Fig. 1: the metal 1 layer
The bar under the picture is 50 µm long. Supply wires on this layer in grey.
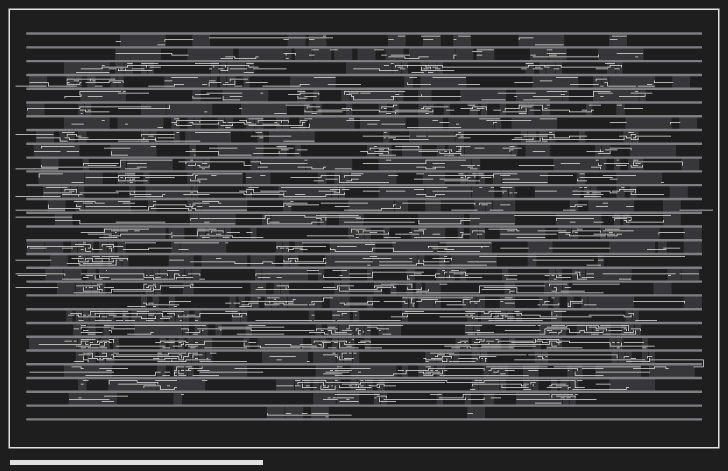
Fig. 2: track usage over the die
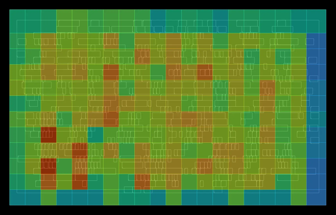
Fig. 3: signal wires on met2
The bar under the picture is 50 µm long.
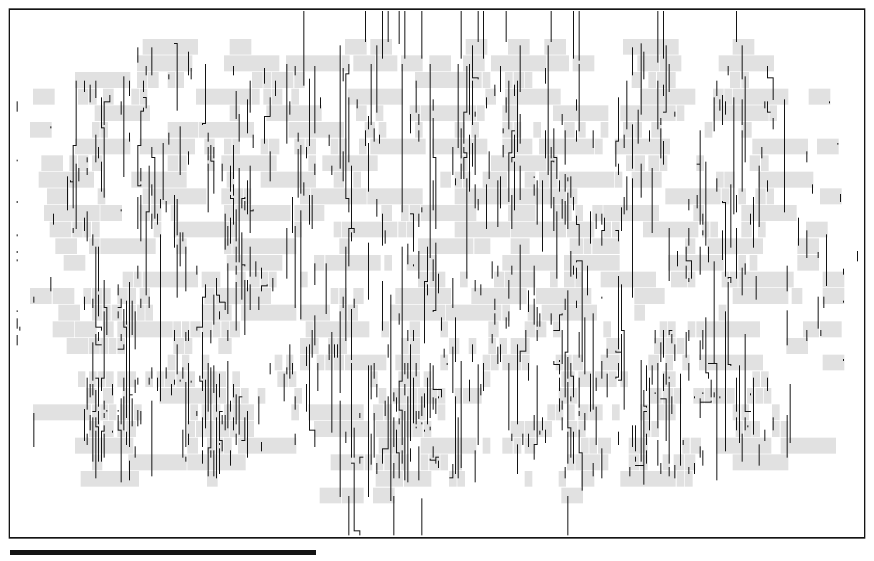
Fig. 4: layout detail
The bar under the picture is 10 µm long. Window x 50 to 90, y 6 to 46 µm. Cells in grey, sequential cells in the stronger grey; small squares are vias.
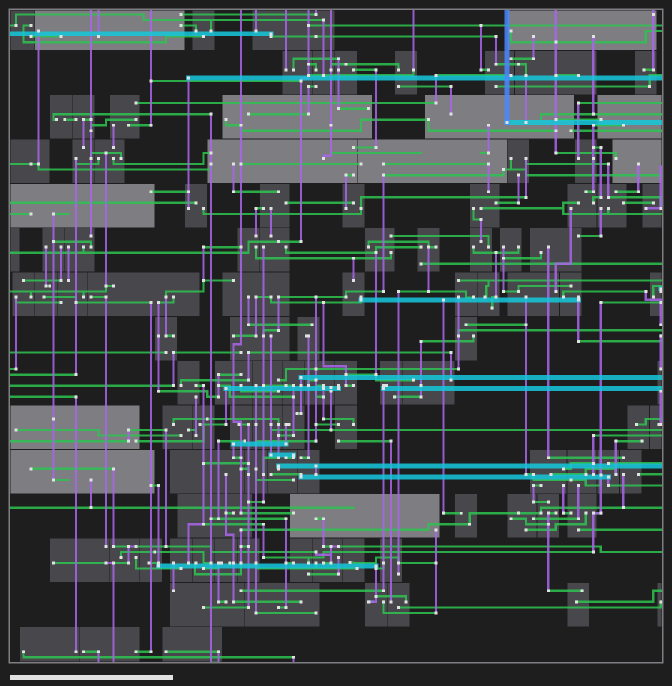
Fig. 5: cell sizes after repair
The bar under the picture is 50 µm long.
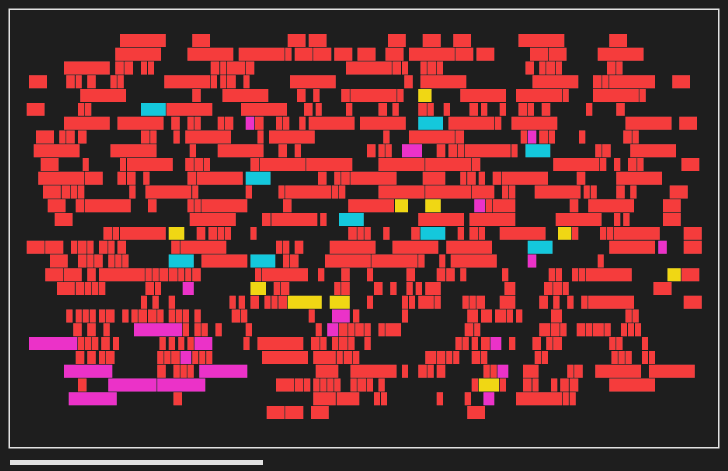
<file path="src/rtl/tx_scram_par_if.sv">
// tx_scram_par_if: byte-stream bus into the SDH transmit scrambler and the
// packed 32-bit FIFO word bus out of it.
//   din/din_valid/din_sof/scramb_en : unscrambled beats, earliest byte in MS lane
//   sdh_gtx_fifo_data/_wen          : packed output word and its write pulse
//   dout_sof                        : word holds frame byte 0 (qualified by wen)
//   frame_err                       : pulse on frame-position resync
//   b1_value/b1_valid               : BIP-8 of previous frame (TX_SCRAM_B1_EN only)
// master = beat source / word sink, slave = scrambler.
interface tx_scram_par_if #(
  parameter int unsigned DW_BYTES = 1
);
  logic [8*DW_BYTES-1:0] din;
  logic                  din_valid;
  logic                  din_sof;
  logic                  scramb_en;
  logic [31:0]           sdh_gtx_fifo_data;
  logic                  sdh_gtx_fifo_wen;
  logic                  dout_sof;
  logic                  frame_err;
`ifdef TX_SCRAM_B1_EN
  logic [7:0]            b1_value;
  logic                  b1_valid;

  modport master (
    output din, din_valid, din_sof, scramb_en,
    input  sdh_gtx_fifo_data, sdh_gtx_fifo_wen, dout_sof, frame_err,
    input  b1_value, b1_valid
  );
  modport slave (
    input  din, din_valid, din_sof, scramb_en,
    output sdh_gtx_fifo_data, sdh_gtx_fifo_wen, dout_sof, frame_err,
    output b1_value, b1_valid
  );
`else
  modport master (
    output din, din_valid, din_sof, scramb_en,
    input  sdh_gtx_fifo_data, sdh_gtx_fifo_wen, dout_sof, frame_err
  );
  modport slave (
    input  din, din_valid, din_sof, scramb_en,
    output sdh_gtx_fifo_data, sdh_gtx_fifo_wen, dout_sof, frame_err
  );
`endif
endinterface

</file>
<file path="src/rtl/tx_scram_par.sv">
// tx_scram_par: SDH STM-N frame-synchronous scrambler (x^7+x^6+1), DW_BYTES
// bytes per beat, followed by a free-running packer into 32-bit FIFO words.
// Ports:
//   sdh_clk : clock, rising edge
//   rst     : asynchronous active-high reset
//   bus     : tx_scram_par_if.slave (input beats, packed words, frame_err,
//             optional B1)
// Parameters: STM_N (1/4/16), DW_BYTES (1/2/4; 4 only with STM_N>=4).
// Optional feature macro: TX_SCRAM_B1_EN adds a BIP-8 accumulator over the
// post-scrambler bytes and the b1_value/b1_valid outputs.
module tx_scram_par #(
  parameter int unsigned STM_N    = 1,
  parameter int unsigned DW_BYTES = 1
) (
  input  logic          sdh_clk,
  input  logic          rst,
  tx_scram_par_if.slave bus
);

  localparam int unsigned FL  = 2430 * STM_N;
  localparam int unsigned SOH = 9 * STM_N;
  localparam int unsigned CW  = $clog2(FL);
  localparam int unsigned DW  = 8 * DW_BYTES;

  // Eight serial generator steps: returns {keystream byte (MSB first), next state}.
  function automatic logic [14:0] ks_byte(input logic [6:0] s_in);
    logic [6:0] s;
    logic [7:0] ks;
    s  = s_in;
    ks = '0;
    for (int b = 7; b >= 0; b--) begin
      ks[b] = s[6];
      s     = {s[5:0], s[6] ^ s[5]};
    end
    return {ks, s};
  endfunction

  logic [CW-1:0] cnt_q, cnt_d, base_c, pos_c;
  logic [6:0]    scr_q, scr_d, st_c;
  logic          resync_c, wrap_c, sof_lane_c;
  logic [7:0]    kb_c, lane_c;
  logic [DW-1:0] sbytes_c;

  logic          s1_valid_q, s1_sof_q;
  logic [DW-1:0] s1_bytes_q;
  logic          frame_err_q;

  logic [23:0]   pk_q, pk_d;
  logic [2:0]    pk_n_q, pk_n_d, pk_n_c;
  logic          pk_sof_q, pk_sof_d, pk_sof_c;
  logic [31:0]   pk_w_c;
  logic          pk_emit_c;

  logic [31:0]   data_q;
  logic          wen_q, dout_sof_q;

  // Frame position, SOH bypass and per-lane keystream for the current beat.
  // Counter is always a multiple of DW_BYTES, so frame byte 0 lands in lane 0.
  always_comb begin : frame_comb
    resync_c = 1'b0;
    base_c   = cnt_q;
    if (bus.din_sof && (cnt_q != '0)) begin
      resync_c = 1'b1;
      base_c   = '0;
    end
    st_c     = scr_q;
    pos_c    = base_c;
    kb_c     = '0;
    lane_c   = '0;
    sbytes_c = '0;
    for (int k = 0; k < int'(DW_BYTES); k++) begin
      pos_c  = base_c + CW'(k);
      lane_c = bus.din[DW-1-8*k -: 8];
      if (pos_c >= CW'(SOH)) begin
        // generator reloads exactly at the first byte after row-1 SOH
        if (pos_c == CW'(SOH)) st_c = 7'h7F;
        {kb_c, st_c} = ks_byte(st_c);
        if (bus.scramb_en) lane_c = lane_c ^ kb_c;
      end
      sbytes_c[DW-1-8*k -: 8] = lane_c;
    end
    wrap_c     = (base_c == CW'(FL - DW_BYTES));
    cnt_d      = wrap_c ? '0 : base_c + CW'(DW_BYTES);
    scr_d      = st_c;
    sof_lane_c = (base_c == '0);
  end

  // Frame state and the one-cycle scrambled-byte register.
  always_ff @(posedge sdh_clk or posedge rst) begin : frame_reg
    if (rst) begin
      cnt_q       <= '0;
      scr_q       <= 7'h7F;
      s1_valid_q  <= 1'b0;
      s1_sof_q    <= 1'b0;
      s1_bytes_q  <= '0;
      frame_err_q <= 1'b0;
    end else begin
      s1_valid_q  <= bus.din_valid;
      frame_err_q <= bus.din_valid & resync_c;
      if (bus.din_valid) begin
        cnt_q      <= cnt_d;
        scr_q      <= scr_d;
        s1_sof_q   <= sof_lane_c;
        s1_bytes_q <= sbytes_c;
      end
    end
  end

  // Packer: shift registered bytes into a word; at most one word per beat
  // because DW_BYTES divides 4 and the fill level stays a multiple of it.
  always_comb begin : pack_comb
    pk_w_c    = {8'h00, pk_q};
    pk_n_c    = pk_n_q;
    pk_emit_c = 1'b0;
    pk_sof_c  = pk_sof_q | s1_sof_q;
    pk_d      = pk_q;
    pk_n_d    = pk_n_q;
    pk_sof_d  = pk_sof_q;
    if (s1_valid_q) begin
      for (int k = 0; k < int'(DW_BYTES); k++) begin
        pk_w_c = {pk_w_c[23:0], s1_bytes_q[DW-1-8*k -: 8]};
        pk_n_c = pk_n_c + 3'd1;
      end
      if (pk_n_c == 3'd4) begin
        pk_emit_c = 1'b1;
        pk_n_d    = 3'd0;
        pk_sof_d  = 1'b0;
      end else begin
        pk_n_d    = pk_n_c;
        pk_sof_d  = pk_sof_c;
      end
      pk_d = pk_w_c[23:0];
    end
  end

  // Packer state and registered FIFO outputs.
  always_ff @(posedge sdh_clk or posedge rst) begin : pack_reg
    if (rst) begin
      pk_q       <= '0;
      pk_n_q     <= '0;
      pk_sof_q   <= 1'b0;
      data_q     <= '0;
      wen_q      <= 1'b0;
      dout_sof_q <= 1'b0;
    end else begin
      pk_q       <= pk_d;
      pk_n_q     <= pk_n_d;
      pk_sof_q   <= pk_sof_d;
      wen_q      <= pk_emit_c;
      dout_sof_q <= pk_emit_c & pk_sof_c;
      if (pk_emit_c) data_q <= pk_w_c;
    end
  end

  assign bus.sdh_gtx_fifo_data = data_q;
  assign bus.sdh_gtx_fifo_wen  = wen_q;
  assign bus.dout_sof          = dout_sof_q;
  assign bus.frame_err         = frame_err_q;

`ifdef TX_SCRAM_B1_EN
  logic [7:0] b1_acc_q, b1_value_q, beat_xor_c;
  logic       b1_valid_q;

  // XOR of all post-scrambler bytes in the current beat.
  always_comb begin : b1_comb
    beat_xor_c = '0;
    for (int k = 0; k < int'(DW_BYTES); k++) begin
      beat_xor_c = beat_xor_c ^ sbytes_c[DW-1-8*k -: 8];
    end
  end

  // A resync closes the old frame before the beat; a wrap closes it after.
  always_ff @(posedge sdh_clk or posedge rst) begin : b1_reg
    if (rst) begin
      b1_acc_q   <= '0;
      b1_value_q <= '0;
      b1_valid_q <= 1'b0;
    end else begin
      b1_valid_q <= 1'b0;
      if (bus.din_valid) begin
        if (resync_c) begin
          b1_value_q <= b1_acc_q;
          b1_valid_q <= 1'b1;
          b1_acc_q   <= beat_xor_c;
        end else if (wrap_c) begin
          b1_value_q <= b1_acc_q ^ beat_xor_c;
          b1_valid_q <= 1'b1;
          b1_acc_q   <= '0;
        end else begin
          b1_acc_q   <= b1_acc_q ^ beat_xor_c;
        end
      end
    end
  end

  assign bus.b1_value = b1_value_q;
  assign bus.b1_valid = b1_valid_q;
`endif

endmodule
</file>
<file path="src/flat_wrapper.sv">
// flat-port wrapper written by rule: the top's interface ports become plain ports
module tx_scram_par_flat 
#(
  parameter int unsigned STM_N    = 1,
  parameter int unsigned DW_BYTES = 1
)
  (sdh_clk, rst, bus_din, bus_din_valid, bus_din_sof, bus_scramb_en, bus_sdh_gtx_fifo_data, bus_sdh_gtx_fifo_wen, bus_dout_sof, bus_frame_err);
  tx_scram_par_if #(.DW_BYTES(DW_BYTES)) bus_i ();
  input  logic sdh_clk;
  input  logic rst;
  input wire logic [$bits(bus_i.din)-1:0] bus_din;
  input wire logic [$bits(bus_i.din_valid)-1:0] bus_din_valid;
  input wire logic [$bits(bus_i.din_sof)-1:0] bus_din_sof;
  input wire logic [$bits(bus_i.scramb_en)-1:0] bus_scramb_en;
  output wire logic [$bits(bus_i.sdh_gtx_fifo_data)-1:0] bus_sdh_gtx_fifo_data;
  output wire logic [$bits(bus_i.sdh_gtx_fifo_wen)-1:0] bus_sdh_gtx_fifo_wen;
  output wire logic [$bits(bus_i.dout_sof)-1:0] bus_dout_sof;
  output wire logic [$bits(bus_i.frame_err)-1:0] bus_frame_err;
  assign bus_i.din = bus_din;
  assign bus_i.din_valid = bus_din_valid;
  assign bus_i.din_sof = bus_din_sof;
  assign bus_i.scramb_en = bus_scramb_en;
  assign bus_sdh_gtx_fifo_data = bus_i.sdh_gtx_fifo_data;
  assign bus_sdh_gtx_fifo_wen = bus_i.sdh_gtx_fifo_wen;
  assign bus_dout_sof = bus_i.dout_sof;
  assign bus_frame_err = bus_i.frame_err;
  tx_scram_par #(.STM_N(STM_N), .DW_BYTES(DW_BYTES)) u_core (.sdh_clk(sdh_clk), .rst(rst), .bus(bus_i));
endmodule
</file>
<file path="config.mk">
export PLATFORM = sky130hd
export DESIGN_NAME = tx_scram_par_flat
export DESIGN_NICKNAME = d
export VERILOG_FILES = /design/src/rtl/tx_scram_par_if.sv /design/src/rtl/tx_scram_par.sv /design/src/flat_wrapper.sv
export SDC_FILE = /design/constraint.sdc
export NUM_CORES = 1
export LEC_CHECK = 0
export ABC_AREA = 1
export CAP_MARGIN = 10
export CORE_ASPECT_RATIO = 0.6
export CORE_MARGIN = 3
export CORE_UTILIZATION = 40
export CTS_BUF_LIST = sky130_fd_sc_hd__clkbuf_4 sky130_fd_sc_hd__clkbuf_8
export CTS_CLUSTER_DIAMETER = 30
export DETAILED_ROUTE_END_ITERATION = 10
export PLACE_DENSITY_LB_ADDON = 0.08
export SLEW_MARGIN = 10
export SYNTH_ARGS = -nofsm -noshare
export SYNTH_HDL_FRONTEND = slang
export SYNTH_SLANG_ARGS = --single-unit
</file>
<file path="constraint.sdc">
create_clock -name sdh_clk -period 8.4 [get_ports sdh_clk]
set_clock_uncertainty 0.15 [all_clocks]
set_input_delay 1.68 -clock sdh_clk [delete_from_list [all_inputs] [get_ports sdh_clk]]
set_output_delay 1.68 -clock sdh_clk [all_outputs]
set_load 0.05 [all_outputs]
</file>
==> results.txt <==
The implementation run finished. For the worst reg-to-reg path, the endpoint reported by OpenROAD is u_core.s1_bytes_q[1]$_DFFE_PP0P_. According to the timing report, the arrival time at the worst endpoint equals 3.98 ns. Number of max-capacitance violations reported landed at 0. Quantity of I/O buffers inserted on ports landed at 47. Deepest clock path buffer count landed at 2. For this run the aggregate overflow at the end of global routing stands at 0.

The longest incremental delay of any stage on the critical path is reported as around 0.46 ns. Synthesized-area fraction occupied by ao, oa, aoi and oai cells landed at 10.84%. The number of cells reported by Yosys stat comes to between 500 and 600. Setup repair after global routing left no endpoint under its margin.

In the synthesized netlist, the cells that appear most often are sky130_fd_sc_hd__nand2_1 (136), sky130_fd_sc_hd__dfrtp_1 (85), sky130_fd_sc_hd__inv_1 (80), sky130_fd_sc_hd__o21ai_0 (70), sky130_fd_sc_hd__nand3_1 (37). Among the non-sequential cells, simple AND/OR/NAND/NOR gates take the most area. Multiplexer share of the synthesized area landed at less than 1%. The worst register-to-register path has a depth of 15. Counting instances, the worst hold path has a depth of 2. In this run the count of I/O pins placed on the die edge is 48.

Area reported by Yosys stat landed at 4294 µm². The worst setup path is launched from an input pin. Peak ir drop on the vdd network landed at roughly 150 µV.

Counting the buffers created by CTS gives 9. Total number of clock tree sinks landed at 92. The first routing iteration left 180 violations. Looking at the cell usage after synthesis, the top flip-flop cell is sky130_fd_sc_hd__dfrtp_1. Per the synthesis report, the single largest cell type by area occupies 49.53% of cell area. Number of buffer and inverter instances along the worst setup path landed at 2. Measured against its own limit, the worst slew margin works out to between 30% and 40%. After the last flow step, the layout net total stands at 583. Core utilization before placement landed at 42.27%. Final weighted congestion in routability-driven placement landed at 0.8480.

Number of logic stages on the critical path including buffering landed at 12. The horizontal die dimension reported for this design is 139.8 µm. Number of slew-limit violations in the final report landed at 0. The cell area that synthesis handed to floorplanning was 4294 µm². Power density over cell area landed at between 300 and 400 nW/µm². Async set-or-reset flop fraction in the synthesized netlist landed at 100.0%. Internal power consumption landed at 0.9007 mW. Total negative slack landed at 0 ns. TritonCTS built the clock tree. The via count of the first global-routing pass was 3,156. Sequential fraction of the synthesis area landed at 53.82%.

The floorplan step set the die height to around 86 µm. The H-tree was split into 3 levels. The tree is rooted in a sky130_fd_sc_hd__clkbuf_8.

For this run the detailed placement stage logged an HPWL of 6.399 mm. Power dissipated by switching net loads landed at slightly below 0.7 mW. Reg2reg setup slack landed at approximately 5.4 ns.

The clock reaches the later pin of the worst-skew pair after 0.35 ns. The main area contributors are sky130_fd_sc_hd__dfrtp_1 (50%), sky130_fd_sc_hd__nand2_1 (12%), sky130_fd_sc_hd__o21ai_0 (8.2%), sky130_fd_sc_hd__inv_1 (7.0%), sky130_fd_sc_hd__nand3_1 (4.3%). Of the total synthesized cell area, the portion taken by XOR and XNOR cells is 1.020%. Counting the fill cells in the layout gives 999.

Slew at the pin closest to its max-slew limit landed at roughly 1.0 ns. Total design power landed at 1.596 mW. Buffers inserted to repair hold after CTS numbered 0. Per the synthesis report, the dominant area consumer among library cells is sky130_fd_sc_hd__dfrtp_1.

Looking at the reg2reg group, the worst path starts from u_core.cnt_q[8]$_DFFE_PP0P_. The initial antenna violation count is 0. According to the floorplan report, the total die area is 12,060 µm².

Total leakage power landed at 2.436 nW. The last timing report of the flow puts the setup violation total at 0. The library cell used most frequently in the layout, excluding fill and tap cells, is sky130_fd_sc_hd__nand2_1. Yosys mapped a number of flops with a built-in enable equal to 0.

The layout report lists the multi-input gate area as about 1600 µm². Antenna cell count landed at 0. For this run the top cell type by instance count after synthesis was sky130_fd_sc_hd__nand2_1.

The floorplan has 28 rows. The worst hold path begins at u_core.scr_q[1]$_DFFE_PP1P_. Cell count after synthesis landed at 523. Residual DRC count landed at 0.

Checking hold timing, the worst path is listed with class flop to flop. STA classifies the critical path endpoint as a flop. Clock transition at the registers of the reported paths landed at 0.08 ns. The clock period could shrink to 3.909 ns.

Maximum achievable frequency landed at ~260 MHz. Count of buffers added by post-CTS timing repair for setup landed at 0. Entering global routing, the biggest net connects approximately 67 pins. The number of gates resized after CTS was 0. In the setup report, the worst path falls into the class input pin to flop.

The most critical hold endpoint after final layout shows a slack of 0.3269 ns. The first global-routing pass estimated 15.59 mm of wire. Share of power burned in combinational logic landed at 42.9%. Detail-routed via count per cell landed at 4.754. The flow ran to the end, and the final reports show no timing, DRC or antenna violations. Total of warnings raised by yosys landed at 0. Maximum fanout count along the critical path landed at 16. In the layout the commonest cells are sky130_fd_sc_hd__nand2_1 (135), sky130_fd_sc_hd__dfrtp_1 (85), sky130_fd_sc_hd__inv_1 (79).

Adder and majority gate portion of the synthesized area landed at 2.040%. Count of final hold-check violations landed at 0. OpenSTA lists the critical path endpoint as u_core.s1_bytes_q[1]$_DFFE_PP0P_. Number of nets with antenna violations after detailed routing landed at 0.

Average instance area after synthesis landed at roughly 8 µm². Counting every net in the synthesized netlist gives 543. Looking at the hold checks, the worst path lands on u_core.scr_q[1]$_DFFE_PP1P_. The slowest stage of the critical path is the sky130_fd_sc_hd__clkdlybuf4s50_1 cell.

Of the total power, the share spent switching nets is 43.57%. At the worst endpoint, the required time is 8.47 ns. Share of the cycle needed by the critical path after routing landed at 46.54%. Per STA, the worst path accumulates the most delay in the family simple AND/OR/NAND/NOR gates.

Synthesis inferred 92 register bits. In this run, the clock network consumes 16.6% of the power. The global routing report lists combined usage of all routing layers as between 10% and 20%. Listed in order, past its start point the critical path passes clkdlybuf4s50_1 > nand2_4 > inv_1 > nor2_1 > ha_1 > nand2_1 > nor3_1 > nand3_2 > nand2_1 > nand3_1 > nand3_1 > o21ai_1. In this run the tools logged warnings totalling 31. Yosys mapped the design onto 28 distinct sky130hd cell types. Registers are responsible for 40.6% of the overall power.

The iteration count recorded for the first detailed-route pass is 5. Fraction of the mapped netlist area in simple logic gates landed at roughly 22%. For reference, the critical path is launched at bus_din_sof. Fraction of final layout cells with drive strength greater than 1 landed at under 10%. Standard cell core area landed at 10,160 µm².

Registers take ~2300 µm².
Back to the opening pictures, Fig. 1:
nets with wire on the layer: 529
longest straight run: 40.5 µm
global routing usage on met1: 25.33%
total number of vias: 3,342

Back to the opening pictures, Fig. 2:
Routed wire per std cell: 12.99 µm
utilization of the core after routing: 49.38%

Back to the opening pictures, Fig. 3:
longest straight run: 33.7 µm
main direction: vertical
met2 Use GR: 22.24%
Total Routed Length: 9.133 mm

Back to the opening pictures, Fig. 4:
| colour | layer |
|---|---|
| green | M1 |
| purple | M2 |
| cyan | M3 |
| blue | M4 |
sequential cells in the window: 10
most frequent: nand2_1 (23), inv_1 (16), nor2_1 (16)
netlist names of flops here include: u_core.cnt_q (4), u_core.s1_bytes_q (2)
cells with their middle in the window: 106

Back to the opening pictures, Fig. 5:
| colour | size | cells |
|---|---|---|
| cyan | x6 and larger | 9 |
| magenta | x2 | 21 |
| yellow | x3 and x4 | 10 |
| red | x1 and smaller | 528 |
area of all placed cells without fillers: 5017 µm²
Syn-to-layout area delta: 16.84%
final setup margin: 4.491 ns

power by group through the flow:
stage | clock (mW) | combinational (mW) | sequential, mW
6_report | 0.264 | 0.684 | 0.647
5_1_grt | 0.295 | 0.749 | 0.666
4_1_cts | 0.278 | 0.692 | 0.649
3_5_place_dp | 0 | 0.690 | 0.656
3_3_place_gp | 0 | 0.684 | 0.654
2_1_floorplan | 0 | 0.248 | 0.879
registers in the layout, indices dropped and copies added (netlist names):
name                          cells
u_core.bus.dout_sof               1
u_core.bus.frame_err              1
u_core.bus.sdh_gtx_fifo_data     32
u_core.bus.sdh_gtx_fifo_wen       1
u_core.cnt_q                     12
u_core.pk_n_q                     3
u_core.pk_q                      24
u_core.pk_sof_q                   1
u_core.s1_bytes_q                 8
u_core.s1_sof_q                   1
u_core.s1_valid_q                 1
u_core.scr_q                      7
per-layer routing:
metal  part of all wire (%)  vias to the layer above  track usage [%]
li1                       -                     1718                -
met1                     55                     1540            25.33
met2                     39                       78            22.24
met3                    5.8                        6            4.300
met4                   0.67                        0            3.430
met5                      0                        -                0
area by class of cell:
type / instances / share of cell area, %
repair buffers: 50 / 9.825
flip-flops and latches: 92 / 46.06
clock buffers: 10 / 2.618
inverters: 81 / 6.085
well taps: 135 / 3.367
multi-input cells: 329 / 31.22
clock inverters: 6 / 0.8229
kinds of logic after synthesis:
logic type	count (synthesis)
AND/OR/NAND/NOR	226
buffers and inverters	102
flip-flops	92
AND-OR/OR-AND	90
adder cells (fa/ha/maj)	7
XOR/XNOR	5
multiplexers	1
metrics by stage:
step	cells	worst slack [ns]	instance area [µm²]	utilization, %
floorplan	523	4.190	4294	-
global placement	687	4.143	4845	47.68
detailed placement	687	4.131	4845	47.68
CTS	703	4.518	5017	49.38
global route	703	4.286	5017	49.38
finish	703	4.491	5017	49.38
Power and IR drop assume default switching activity.
